`src/rtl/alu_sequencer.sv`:
```
// alu_sequencer: Moore control sequencer for a single-bus ALU datapath.
// Accepts one instruction per start pulse while idle. It then steps through
// the operand fetch, execute and write-back microsteps and ends with a done
// pulse. An unsupported opcode ends instead with an illegal/done pulse.
module alu_sequencer (
  input  logic        clock,
  input  logic        clear,
  input  logic        start,
  input  logic [31:0] ir,
  output logic        busy,
  output logic        done,
  output logic        illegal,
  output logic [4:0]  ops,
  output logic [3:0]  rsel,
  output logic        rout,
  output logic        rin,
  output logic        yin,
  output logic        zin,
  output logic        zlo_out,
  output logic        zhi_out,
  output logic        lo_in,
  output logic        hi_in
);

  localparam logic [2:0] IDLE    = 3'd0;
  localparam logic [2:0] FETCH_A = 3'd1;
  localparam logic [2:0] EXEC    = 3'd2;
  localparam logic [2:0] WB_LO   = 3'd3;
  localparam logic [2:0] WB_HI   = 3'd4;
  localparam logic [2:0] DONE    = 3'd5;
  localparam logic [2:0] ERR     = 3'd6;

  localparam logic [4:0] OP_MUL = 5'b01111;
  localparam logic [4:0] OP_DIV = 5'b10000;
  localparam logic [4:0] OP_NEG = 5'b10001;
  localparam logic [4:0] OP_NOT = 5'b10010;

  logic [2:0]  state, state_nxt;
  logic [31:0] ir_q;

  logic [4:0] opcode;
  logic [3:0] ra, rb, rc;
  logic       muldiv, unary;

  assign opcode = ir_q[31:27];
  assign ra     = ir_q[26:23];
  assign rb     = ir_q[22:19];
  assign rc     = ir_q[18:15];
  assign muldiv = (opcode == OP_MUL) || (opcode == OP_DIV);
  assign unary  = (opcode == OP_NEG) || (opcode == OP_NOT);

  function automatic logic is_legal(input logic [4:0] op);
    case (op)
      5'b00011, 5'b00100, 5'b00101, 5'b00110, 5'b00111,
      5'b01000, 5'b01001, 5'b01010, 5'b01011,
      5'b01111, 5'b10000, 5'b10001, 5'b10010: is_legal = 1'b1;
      default:                                 is_legal = 1'b0;
    endcase
  endfunction

  // State register and instruction latch; the instruction is captured only on accept.
  always_ff @(posedge clock) begin
    // NOTE: sequential state uses non-blocking (<=) so every flop samples pre-edge values.
    if (clear) begin
      state <= IDLE;
      ir_q  <= '0;
    end else begin
      state <= state_nxt;
      if (state == IDLE && start) ir_q <= ir;
    end
  end

  // Next-state decode; start is only considered while idle.
  always_comb begin
    state_nxt = IDLE;
    case (state)
      IDLE: begin
        if (!start)                  state_nxt = IDLE;
        else if (is_legal(ir[31:27])) state_nxt = FETCH_A;
        else                          state_nxt = ERR;
      end
      FETCH_A: state_nxt = EXEC;
      EXEC:    state_nxt = WB_LO;
      WB_LO:   state_nxt = muldiv ? WB_HI : DONE;
      WB_HI:   state_nxt = DONE;
      DONE:    state_nxt = IDLE;
      ERR:     state_nxt = IDLE;
      default: state_nxt = IDLE;
    endcase
  end

  // Moore output decode from the current state and the latched instruction.
  always_comb begin
    // NOTE: every output gets a default before the case so no path can infer a latch.
    busy    = (state != IDLE);
    done    = 1'b0;
    illegal = 1'b0;
    ops     = 5'b00000;
    rsel    = 4'd0;
    rout    = 1'b0;
    rin     = 1'b0;
    yin     = 1'b0;
    zin     = 1'b0;
    zlo_out = 1'b0;
    zhi_out = 1'b0;
    lo_in   = 1'b0;
    hi_in   = 1'b0;
    case (state)
      FETCH_A: begin
        rout = 1'b1;
        yin  = 1'b1;
        rsel = muldiv ? ra : rb;
      end
      EXEC: begin
        ops  = opcode;
        zin  = 1'b1;
        rsel = muldiv ? rb : rc;
        rout = !unary;
      end
      WB_LO: begin
        zlo_out = 1'b1;
        if (muldiv) begin
          lo_in = 1'b1;
        end else begin
          rsel = ra;
          rin  = 1'b1;
        end
      end
      WB_HI: begin
        zhi_out = 1'b1;
        hi_in   = 1'b1;
      end
      DONE: done = 1'b1;
      ERR: begin
        illegal = 1'b1;
        done    = 1'b1;
      end
      default: ;
    endcase
  end

endmodule

```
`config.mk`:
```
export PLATFORM = sky130hd
export DESIGN_NAME = alu_sequencer
export DESIGN_NICKNAME = d
export VERILOG_FILES = /design/src/rtl/alu_sequencer.sv
export SDC_FILE = /design/constraint.sdc
export NUM_CORES = 1
export LEC_CHECK = 0
export CAP_MARGIN = 20
export CORE_MARGIN = 2
export CORE_UTILIZATION = 45
export DETAILED_ROUTE_END_ITERATION = 8
export DONT_BUFFER_PORTS = 1
export SYNTH_ARGS = -nofsm -noshare
export SYNTH_HDL_FRONTEND = slang
export SYNTH_SLANG_ARGS = --single-unit
export TNS_END_PERCENT = 10
```
`constraint.sdc`:
```
create_clock -name clock -period 3.9 [get_ports clock]
set_clock_uncertainty 0.2 [all_clocks]
set_input_delay 0.78 -clock clock [delete_from_list [all_inputs] [get_ports clock]]
set_output_delay 0.78 -clock clock [all_outputs]
set_load 0.02 [all_outputs]
```
==> run_1/placement_by_type.png <==
The bar under the picture is 20 um long.
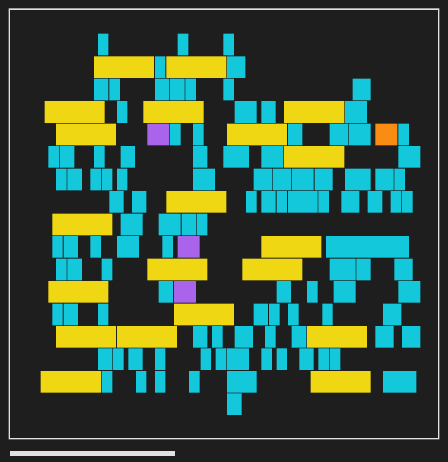
combinational and other logic: drawn in cyan, cells 109, share of their area 58%. sequential cells: drawn in yellow, cells 20, share of their area 40%. clock drivers: drawn in purple, cells 3, share of their area 2.2%. remaining buffers and delay cells: drawn in orange, cells 1, share of their area 0.74%.

==> run_1/flops_by_reg.png <==
The bar under the picture is 20 um long.
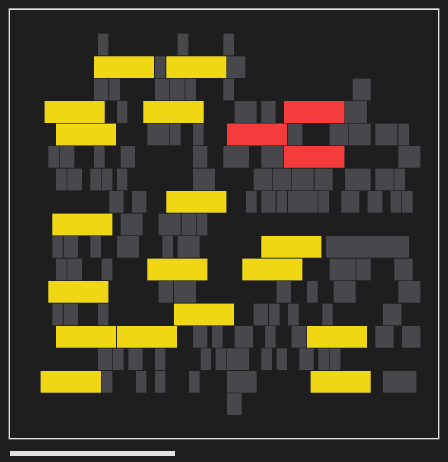
state: drawn in red, flops 3. ir_q: drawn in yellow, flops 17.

==> flow_metrics.py, run 1 <==
# Flow results
metrics = {
    "global_route": {
        "antenna_found_initial": 0,
        "overflow": 0,
        "grt_pass1_vias": 796,
        "grt_usage_pct": 17.4,
        "grt_max_degree": 21,
    },
    "placed_design": {
        "io_buffers": 0,
        "place.gp.congestion": 0.734,
        "dp_hpwl_mm": 1.54,
    },
    "worst_setup_path": {
        "reg2reg_from": "state[1]",
        "worst_setup_path_end_kind": "primary output",
        "worst_path_largest_cell_delay_ps": 410,
        "cp.required_ps": 2920,
        "crit_start": "ir_q[31]",
        "critical_path_class": "reg2out",
        "worst_path_max_delay_cell": "or3b_4",
        "cp_top_family": "AND-OR/OR-AND gates",
        "crit_chain": "or3b_4 -> o32ai_4 -> mux2i_1 -> a22oi_1 -> o21ai_1",
        "cp-start-kind": "register",
        "cp_max_fo": 7,
    },
    "logic_synthesis": {
        "ys_seq_share_pct": 39.0,
        "ys_sh_simple_pct": 27.4,
        "avgSynthCellArea_um2": 7.50,
        "yosys.area_share.aoi_pct": 23.3,
        "postSynthCellCount": 137,
        "ys_warn_count": 0,
        "syn_area_um2": 1030,
        "synth_adder_area_share_pct": 0,
        "ys_seq_elements": 20,
        "mux_share_pct": 1.95,
        "yosys.area.top_type": "dfxtp_1",
        "synth_top_area_share_pct": 39.0,
        "yosys-top-cells-area": "dfxtp_1 39%, nand2_1 13%, a21oi_1 10%",
        "postSynthNetCount": 172,
    },
    "worst_hold_path": {
        "worstHoldStart": "ir_q[21]",
        "hold_path.class": "reg2reg",
    },
    "final_layout": {
        "design_area_um2": 1050,
        "drive_above_1_share_pct": 6.02,
        "fin_util_pct": 47.9,
        "final_cell_mix": "36 x nand2_1, 21 x a21oi_1, 20 x dfxtp_1",
        "n_antenna_cell": 0,
        "syn_to_final_growth_pct": 2.07,
        "layout_top_cell": "nand2_1",
        "nNetsFinal": 170,
        "final_cells": 161,
    },
    "floorplanning": {
        "coreArea_um2": 2190,
        "die_area_um2": 2680,
        "die_w_um": 51.8,
        "chipHeight_um": 51.8,
        "ios": 55,
        "fp_util_pct": 46.9,
        "placementRows": 17,
    },
    "drt": {
        "avgRoutedWirePerCell_um": 13.0,
        "ant_nets": 0,
        "vias": 893,
        "drt_iter0_markers": 21,
        "drc": 0,
        "drtPass1Iterations": 4,
        "vias_per_cell": 5.55,
    },
    "sta": {
        "setup_viol": 0,
        "holdWs_ps": 256,
        "worstMarginPinSlew_ps": 678,
        "fin_crit_sh_pct": 82.9,
        "worst_slack_ps": 667,
        "hold_viol": 0,
    },
    "outcome": {
        "status": "finished, final reports clean",
    },
    "run": {
        "tool_warnings": 41,
        "max_cap_violations": 0,
    },
    "clock_network": {
        "clk_path_buf_depth": 2,
        "clkSinkCount": 20,
        "cts_resized": 0,
        "postCtsHoldBufs": 0,
        "clock-root-buffer": "clkbuf_4",
        "clk_pin_slew_ps": 100,
    },
    "power_and_ir_drop": {
        "power_density_nw_per_um2": 589,
        "p_leak_nw": 0.383,
        "finalPower_uw": 617,
    },
}
==> run_1/congestion.png <==
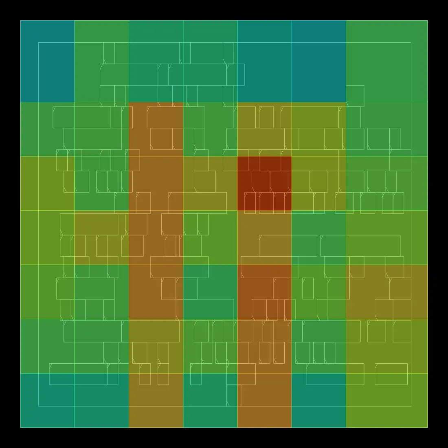
GR peak layer: met2
M1 GR Usage: 19.2%

==> run 1: worst paths after layout <==
path | end | slack, ps | cells after the start
hold / removal | ir_q[21] | 260 | 2
setup / recovery | rsel[0] | 670 | 5
hold reg to reg | ir_q[21] | 260 | 2
setup reg to reg | state[0] | 1800 | 4
==> run 1: Yosys cell counts <==
cell type	instances
a22oi_1	5
xnor2_1	1
nand2b_1	3
a21boi_0	1
nor3_1	1
a2111oi_0	1
dfxtp_1	20
buf_4	3
mux2i_1	2
o21ai_0	1
nor2b_1	1
or2_1	1
nand3b_1	2
nor2_1	4
nand2_1	36
and2_1	6
or3b_1	1
or3b_4	1
o21a_1	1
o32ai_4	1
buf_2	2
inv_1	9
o22ai_1	1
a31oi_1	1
and2_2	2
clkbuf_1	3
a21oi_1	21
o21ai_1	4
nor3b_1	1
a211oi_1	1
==> run 1: registers in the layout, summed over array words and instances, names as in the netlist <==
name	cells
ir_q	17
state	3
==> run 1: power breakdown <==
part	switching, mW	total [mW]	internal [mW]
logic	0.165	0.239	0.0736
registers	0.0417	0.286	0.244
clock network	0.0569	0.0928	0.0359
==> run 1: final cells by class <==
type	count	area (um2)	share of cell area (%)
Clock buffer	3	22.5	2.15
Tap cell	28	35.0	3.34
Multi-Input combinational cell	100	549	52.4
Inverter	9	33.8	3.22
Timing Repair Buffer	1	7.51	0.716
Sequential cell	20	400	38.2
==> run 1: metal layers <==
| metal | global-route usage [%] | share of wire (%) | vias to the layer above |
|---|---|---|---|
| met1 | 19.2 | 43 | 407 |
| met5 | 0 | 0 | - |
| li1 | - | - | 453 |
| met2 | 30.3 | 48 | 29 |
| met4 | 8.33 | 1.3 | 0 |
| met3 | 4.89 | 7.8 | 4 |
--- run 2 (diff from run 1) ---
Clock period 3.9 ns to 3.25 ns, I/O delays scaled along.
==> run_2/congestion.png <==
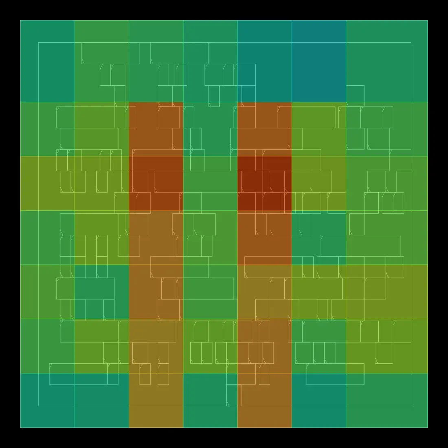
met2 Usage GRT: 29.3%
M1 GR Usage: 18.0%

==> run_2/placement_by_type.png <==
The bar under the picture is 20 um long.
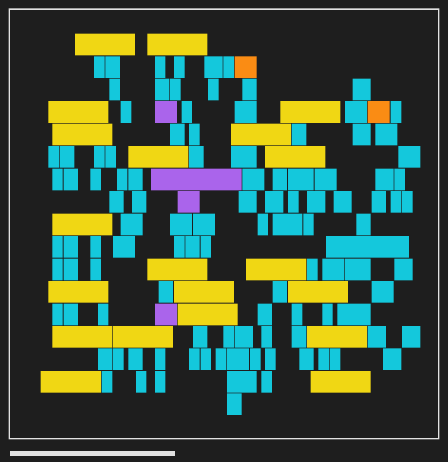
sequential cells: drawn in yellow, cells 20, share of their area 38%. clock drivers and dummy loads: drawn in purple, cells 4, share of their area 5.0%. remaining buffers and delay cells: drawn in orange, cells 2, share of their area 1.4%. combinational and other logic: drawn in cyan, cells 109, share of their area 55%.

==> flow_metrics.py, run 2 <==
# Flow results
metrics = {
    "logic_synthesis": {
        "ys_cells": 137,
        "synth.distinct_cells": 30,
        "synthArstFlopShare_pct": 0,
        "netlist_top_cells_count": "36 x nand2_1, 21 x a21oi_1, 20 x dfxtp_1",
        "postSynthNetCount": 172,
        "avgSynthCellArea_um2": 7.50,
        "ys_area_um2": 1030,
        "ys_warn_count": 0,
        "ys_seq_share_pct": 39.0,
        "edf_count": 0,
        "ys_seq_elements": 20,
        "synth_top_flop_cell": "dfxtp_1",
        "synth_top_area_share_pct": 39.0,
        "postSynthCellCount": 137,
        "syn_area_um2": 1030,
        "yosys.area.top_type": "dfxtp_1",
        "yosysMostFrequentCell": "nand2_1",
        "yosys-top-cells-area": "dfxtp_1 39%, nand2_1 13%, a21oi_1 10%",
    },
    "floorplanning": {
        "die_area_um2": 2680,
        "chipHeight_um": 51.8,
        "placementRows": 17,
        "die_w_um": 51.8,
        "fp_util_pct": 46.9,
        "coreArea_um2": 2190,
        "ios": 55,
    },
    "placed_design": {
        "io_buffers": 0,
        "place.gp.congestion": 0.733,
        "place_area_um2": 1030,
        "dp_slack_ps": 493,
        "dp_hpwl_mm": 1.53,
        "place_inst": 159,
    },
    "sta": {
        "slew_violations": 0,
        "hold_viol": 0,
        "relSlewSlack_pct": 55.6,
        "worst_slack_ps": 166,
        "worstMarginPinSlew_ps": 660,
        "fmax_mhz": 324,
        "rsz0062_at_grt": "false",
        "setup_viol": 0,
        "fin_tns_setup_ps": 0,
        "fin_crit_sh_pct": 94.9,
        "period_needed_ps": 3080,
        "holdWs_ps": 203,
    },
    "final_layout": {
        "design_area_um2": 1090,
        "nNetsFinal": 171,
        "drive_above_1_share_pct": 7.41,
        "top_regs": "ir_q x17, state x3",
        "regArea_um2": 400,
        "logic_area_um2": 549,
        "n_antenna_cell": 0,
        "nFillCells": 237,
        "regMostFlops": "ir_q",
        "final_cell_mix": "36 x nand2_1, 21 x a21oi_1, 20 x dfxtp_1",
        "final_cells": 163,
        "syn_to_final_growth_pct": 5.72,
        "largest_reg_flops": 17,
        "layout_top_cell": "nand2_1",
    },
    "worst_setup_path": {
        "worst_path_largest_cell_delay_ps": 410,
        "worst_setup_path_end_kind": "primary output",
        "crit_arrival_ps": 2230,
        "critical_path_class": "reg2out",
        "crit_chain": "or3b_4 -> o32ai_4 -> mux2i_1 -> a22oi_1 -> o21ai_1",
        "worst_path_max_delay_cell": "or3b_4",
        "cp-start-kind": "register",
        "cp_max_fo": 7,
        "r2r_slack_ps": 1340,
        "cp.required_ps": 2400,
    },
    "drt": {
        "wl_mm": 2.05,
        "ant_nets": 0,
        "drt_iter0_markers": 13,
        "avgRoutedWirePerCell_um": 12.6,
        "vias_per_cell": 5.39,
        "drc": 0,
        "vias": 879,
        "drtPass1Iterations": 4,
    },
    "global_route": {
        "grt_pass1_vias": 791,
        "grt_usage_pct": 16.3,
        "grt_max_degree": 21,
        "grt_pass1_wl_mm": 3.24,
        "antenna_found_initial": 0,
        "overflow": 0,
    },
    "clock_network": {
        "clk_path_buf_depth": 2,
        "cts_buffers": 3,
        "postCtsHoldBufs": 0,
        "worstSkewPairLatency_ps": 300,
        "post_cts_buffers": 0,
        "clk_pin_slew_ps": 110,
        "cts_tree": "done",
        "clkSinkCount": 20,
        "cts_resized": 0,
        "clock-root-buffer": "clkbuf_4",
        "htree_levels": 1,
    },
    "power_and_ir_drop": {
        "worst_ir_drop_vdd_mv": 0.384,
        "power_density_nw_per_um2": 769,
        "p_leak_nw": 0.402,
    },
    "run": {
        "tool_warnings": 41,
        "max_cap_violations": 0,
    },
    "outcome": {
        "status": "finished, final reports clean",
    },
    "worst_hold_path": {
        "hold_path.class": "in2reg",
    },
}
==> run_2/flops_by_reg.png <==
The bar under the picture is 20 um long.
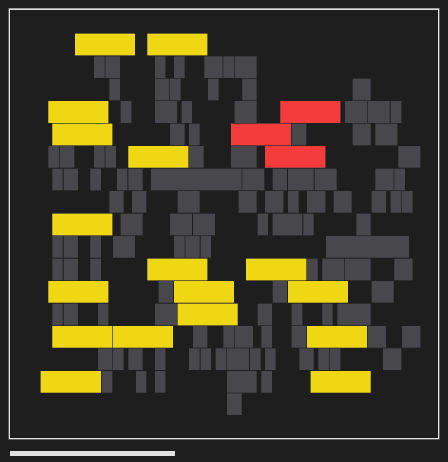
ir_q: drawn in yellow, flops 17. state: drawn in red, flops 3.

==> run 2: worst max-delay path: cells and delay by family (launching register included) <==
| family | cells | cell delay [ps] |
|---|---|---|
| compound gates | 3 | 760 |
| simple gates | 1 | 410 |
| mux | 1 | 390 |
| flops | 1 | 370 |
==> run 2: per-stage QoR <==
step	util, %	total power [mW]
2_1_floorplan	-	0.605
3_3_place_gp	47.2	0.638
3_5_place_dp	47.2	0.643
4_1_cts	49.6	0.842
5_1_grt	49.6	0.894
6_report	49.6	0.835
==> run 2: logic make-up (layout without fill, tap and decap cells) <==
| kind of cell | Yosys count | in the layout | synth area share [%] |
|---|---|---|---|
| AND-OR/OR-AND | 38 | 38 | 23.3 |
| buffers and inverters | 17 | 15 | 7.55 |
| multiplexers | 2 | 2 | 1.95 |
| flip-flops | 20 | 20 | 39.0 |
| XOR/XNOR | 1 | 1 | 0.853 |
| AND/OR/NAND/NOR | 59 | 59 | 27.4 |
==> run 2: final timing paths <==
kind | from | to | cells after the start
setup reg to reg | state[1] | state[1] | 4
hold reg to reg | ir_q[23] | ir_q[23] | 2
setup / recovery | ir_q[31] | rsel[0] | 5
hold / removal | clear | ir_q[28] | 1
==> run 2: final cells by class <==
class / count / area share, %
clock buffer: 3 / 2.07
inverter: 9 / 3.11
multi-input combinational: 100 / 50.6
tap: 28 / 3.23
sequential: 20 / 36.9
clock inverter: 1 / 2.76
timing repair buffer: 2 / 1.38
==> run 2: metal layers <==
layer	wire length (um)	track usage, %	vias up
li1	-	-	453
met3	140	4.60	5
met5	0	0	-
met1	881	18.0	395
met2	991	29.3	26
met4	34	6.58	0
==> run 2: where the power goes <==
part | switching, mW | internal [mW] | leakage [nW]
logic | 0.200 | 0.0938 | 0.210
registers | 0.0491 | 0.293 | 0.164
clock network | 0.0746 | 0.125 | 0.0279
--- run 3 (diff from run 2) ---
Settings changed: CORE_UTILIZATION 45 to 30.
==> flow_metrics.py, run 3 <==
# Flow results
metrics = {
    "outcome": {
        "status": "finished, final reports clean",
    },
    "logic_synthesis": {
        "yosysMostFrequentCell": "nand2_1",
        "ys_area_um2": 1030,
        "synthArstFlopShare_pct": 0,
        "ys_cells": 137,
        "postSynthNetCount": 172,
        "ys_seq_share_pct": 39.0,
        "postSynthCellCount": 137,
        "ys_warn_count": 0,
        "yosys-top-cells-area": "dfxtp_1 39%, nand2_1 13%, a21oi_1 10%",
        "edf_count": 0,
        "avgSynthCellArea_um2": 7.50,
        "netlist_top_cells_count": "36 x nand2_1, 21 x a21oi_1, 20 x dfxtp_1",
        "synth_top_area_share_pct": 39.0,
        "yosys.area.top_type": "dfxtp_1",
        "synth.distinct_cells": 30,
        "syn_area_um2": 1030,
        "synth_top_flop_cell": "dfxtp_1",
        "ys_seq_elements": 20,
    },
    "floorplanning": {
        "fp_util_pct": 31.0,
        "placementRows": 21,
        "die_area_um2": 3910,
        "coreArea_um2": 3310,
        "chipHeight_um": 62.5,
        "ios": 55,
        "die_w_um": 62.5,
    },
    "power_and_ir_drop": {
        "power_density_nw_per_um2": 690,
        "worst_ir_drop_vdd_mv": 0.128,
        "finalPower_uw": 742,
        "p_leak_nw": 0.385,
        "p_switching_uw": 317,
        "switching_share_pct": 42.7,
        "p_clk_uw": 111,
        "power.share.combinational_pct": 39.2,
        "seq_power_share_pct": 45.9,
        "p_comb_uw": 291,
        "power_leader": "registers",
        "internal_power_uw": 425,
        "pg_seq_uw": 340,
        "power_frac_clock_pct": 14.9,
    },
    "final_layout": {
        "nNetsFinal": 170,
        "regMostFlops": "ir_q",
        "n_antenna_cell": 0,
        "syn_to_final_growth_pct": 4.63,
        "nFillCells": 374,
        "final_cell_mix": "36 x nand2_1, 21 x a21oi_1, 20 x dfxtp_1",
        "final_cells": 179,
        "fin_util_pct": 32.5,
        "layout_top_cell": "nand2_1",
        "design_area_um2": 1070,
        "largest_reg_flops": 17,
        "drive_above_1_share_pct": 6.77,
        "top_regs": "ir_q x17, state x3",
    },
    "sta": {
        "setup_viol": 0,
        "fin_tns_setup_ps": 0,
        "fmax_mhz": 326,
        "holdWs_ps": 217,
        "rsz0062_at_grt": "false",
        "period_needed_ps": 3070,
        "hold_viol": 0,
        "worst_slack_ps": 181,
        "worstMarginPinSlew_ps": 680,
        "slew_violations": 0,
        "relSlewSlack_pct": 54.3,
        "fin_crit_sh_pct": 94.4,
    },
    "clock_network": {
        "cts_tree": "done",
        "clk_path_buf_depth": 2,
        "worstSkewPairLatency_ps": 280,
        "clk_pin_slew_ps": 100,
        "htree_levels": 1,
        "clock-root-buffer": "clkbuf_4",
        "clkSinkCount": 20,
        "postCtsHoldBufs": 0,
        "cts_buffers": 3,
    },
    "worst_setup_path": {
        "crit_arrival_ps": 2220,
        "reg2reg_from": "state[1]",
        "cp.required_ps": 2400,
        "reg2reg_depth": 4,
        "cp-start-kind": "register",
        "critical_path_class": "reg2out",
        "cp_max_fo": 7,
        "r2r_slack_ps": 1210,
        "worst_setup_path_end_kind": "primary output",
        "crit-reg2reg-capture": "state[0]",
    },
    "drt": {
        "wl_met2_mm": 1.08,
        "drtPass1Iterations": 4,
        "drc": 0,
        "drt-met1-wl_um": 973,
        "wl_met3_um": 181,
        "avgRoutedWirePerCell_um": 12.5,
        "vias_per_cell": 4.79,
        "vias": 858,
        "ant_nets": 0,
        "wl_mm": 2.24,
        "topRoutingLayerUsed": "met3",
        "drt_iter0_markers": 50,
    },
    "placed_design": {
        "place_inst": 176,
        "dp_hpwl_mm": 1.72,
        "io_buffers": 0,
        "dp_slack_ps": 408,
        "place_area_um2": 1050,
        "place.gp.congestion": 0.712,
    },
    "worst_hold_path": {
        "whs_path_depth": 1,
        "worstHoldStart": "clear",
        "worstHoldEndpoint": "state[2]",
        "hold_path.class": "in2reg",
    },
    "global_route": {
        "grt_usage_pct": 11.4,
        "grt_pass1_vias": 833,
        "overflow": 0,
        "grt_max_degree": 21,
        "antenna_found_initial": 0,
        "grt_pass1_wl_mm": 3.60,
    },
    "run": {
        "max_cap_violations": 0,
        "tool_warnings": 41,
    },
}
-- run 3: worst max path at each step --
stage          startpoint  endpoint  slack [ps]  depth (start not counted)
5_1_grt          ir_q[31]   rsel[2]          20                          5
2_1_floorplan    ir_q[29]   rsel[0]         710                          5
4_1_cts          ir_q[31]   rsel[2]          80                          5
6_report         ir_q[31]   rsel[2]         180                          5
3_3_place_gp     ir_q[31]   rsel[2]         420                          5
3_5_place_dp     ir_q[31]   rsel[2]         410                          5
-- run 3: final cells by class --
| cell class | instances | area, um2 | area share [%] |
|---|---|---|---|
| Timing Repair Buffer | 1 | 7.51 | 0.698 |
| Clock buffer | 3 | 22.5 | 2.10 |
| Tap cell | 46 | 57.6 | 5.36 |
| Sequential cell | 20 | 400 | 37.3 |
| Multi-Input combinational cell | 100 | 553 | 51.5 |
| Inverter | 9 | 33.8 | 3.14 |
-- run 3: per-layer routing --
metal  track usage, %  vias to the layer above
li1                 -                      450
met1             12.7                      389
met3             3.96                        0
met4             4.17                        0
met2             19.9                       19
met5                0                        -
-- run 3: cells by family (layout without fill, tap and decap cells) --
kind of cell	after synthesis	in the layout	share of synthesized area, %
simple gates	59	59	27.4
compound gates	38	38	23.3
flops	20	20	39.0
buf+inv	17	13	7.55
mux	2	2	1.95
xor+xnor	1	1	0.853
-- run 3: repair_timing --
item,in CTS,in global routing
buffers inserted,0,0
setup endpoints to repair,0,4
gates resized,0,1
hold endpoints to repair,0,0
-- run 3: worst max-delay path, cell delays in order (launching register included) --
cell and delay, ps:
dfxtp_1 370, or3b_4 410, o32ai_4 370, mux2i_2 380
a22oi_1 150, o21ai_1 260
==> run_3/placement_by_type.png <==
The bar under the picture is 20 um long.
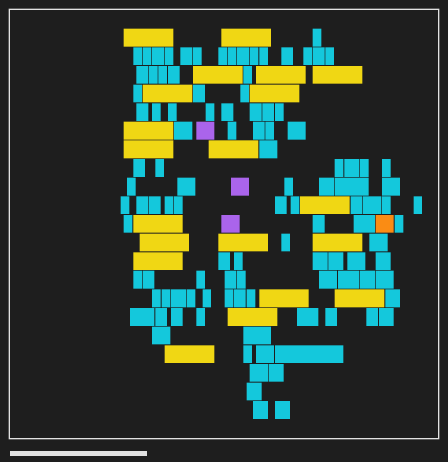
clock drivers: drawn in purple, cells 3, share of their area 2.2%. remaining buffers and delay cells: drawn in orange, cells 1, share of their area 0.74%. combinational and other logic: drawn in cyan, cells 109, share of their area 58%. sequential cells: drawn in yellow, cells 20, share of their area 39%.

==> run_3/wires.png <==
The bar under the picture is 20 um long. Two of the layers only.
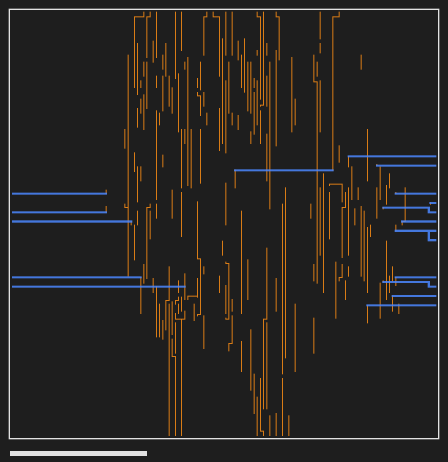
metal 3: drawn in blue, wire length 181 um. metal 2: drawn in orange, wire length 1080 um.

==> run_3/logic_types.png <==
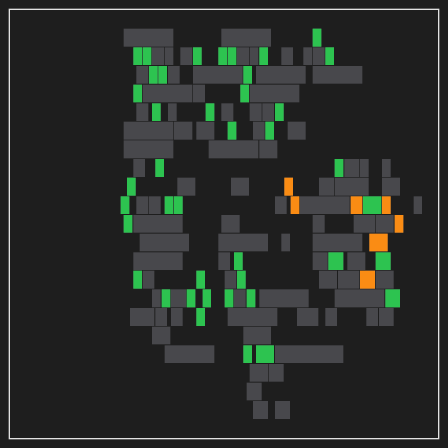
nor cells: drawn in orange, cells 7, where middle right. nand cells: drawn in green, cells 41.

No activity file was given, so power comes from the tool's default toggle rates.
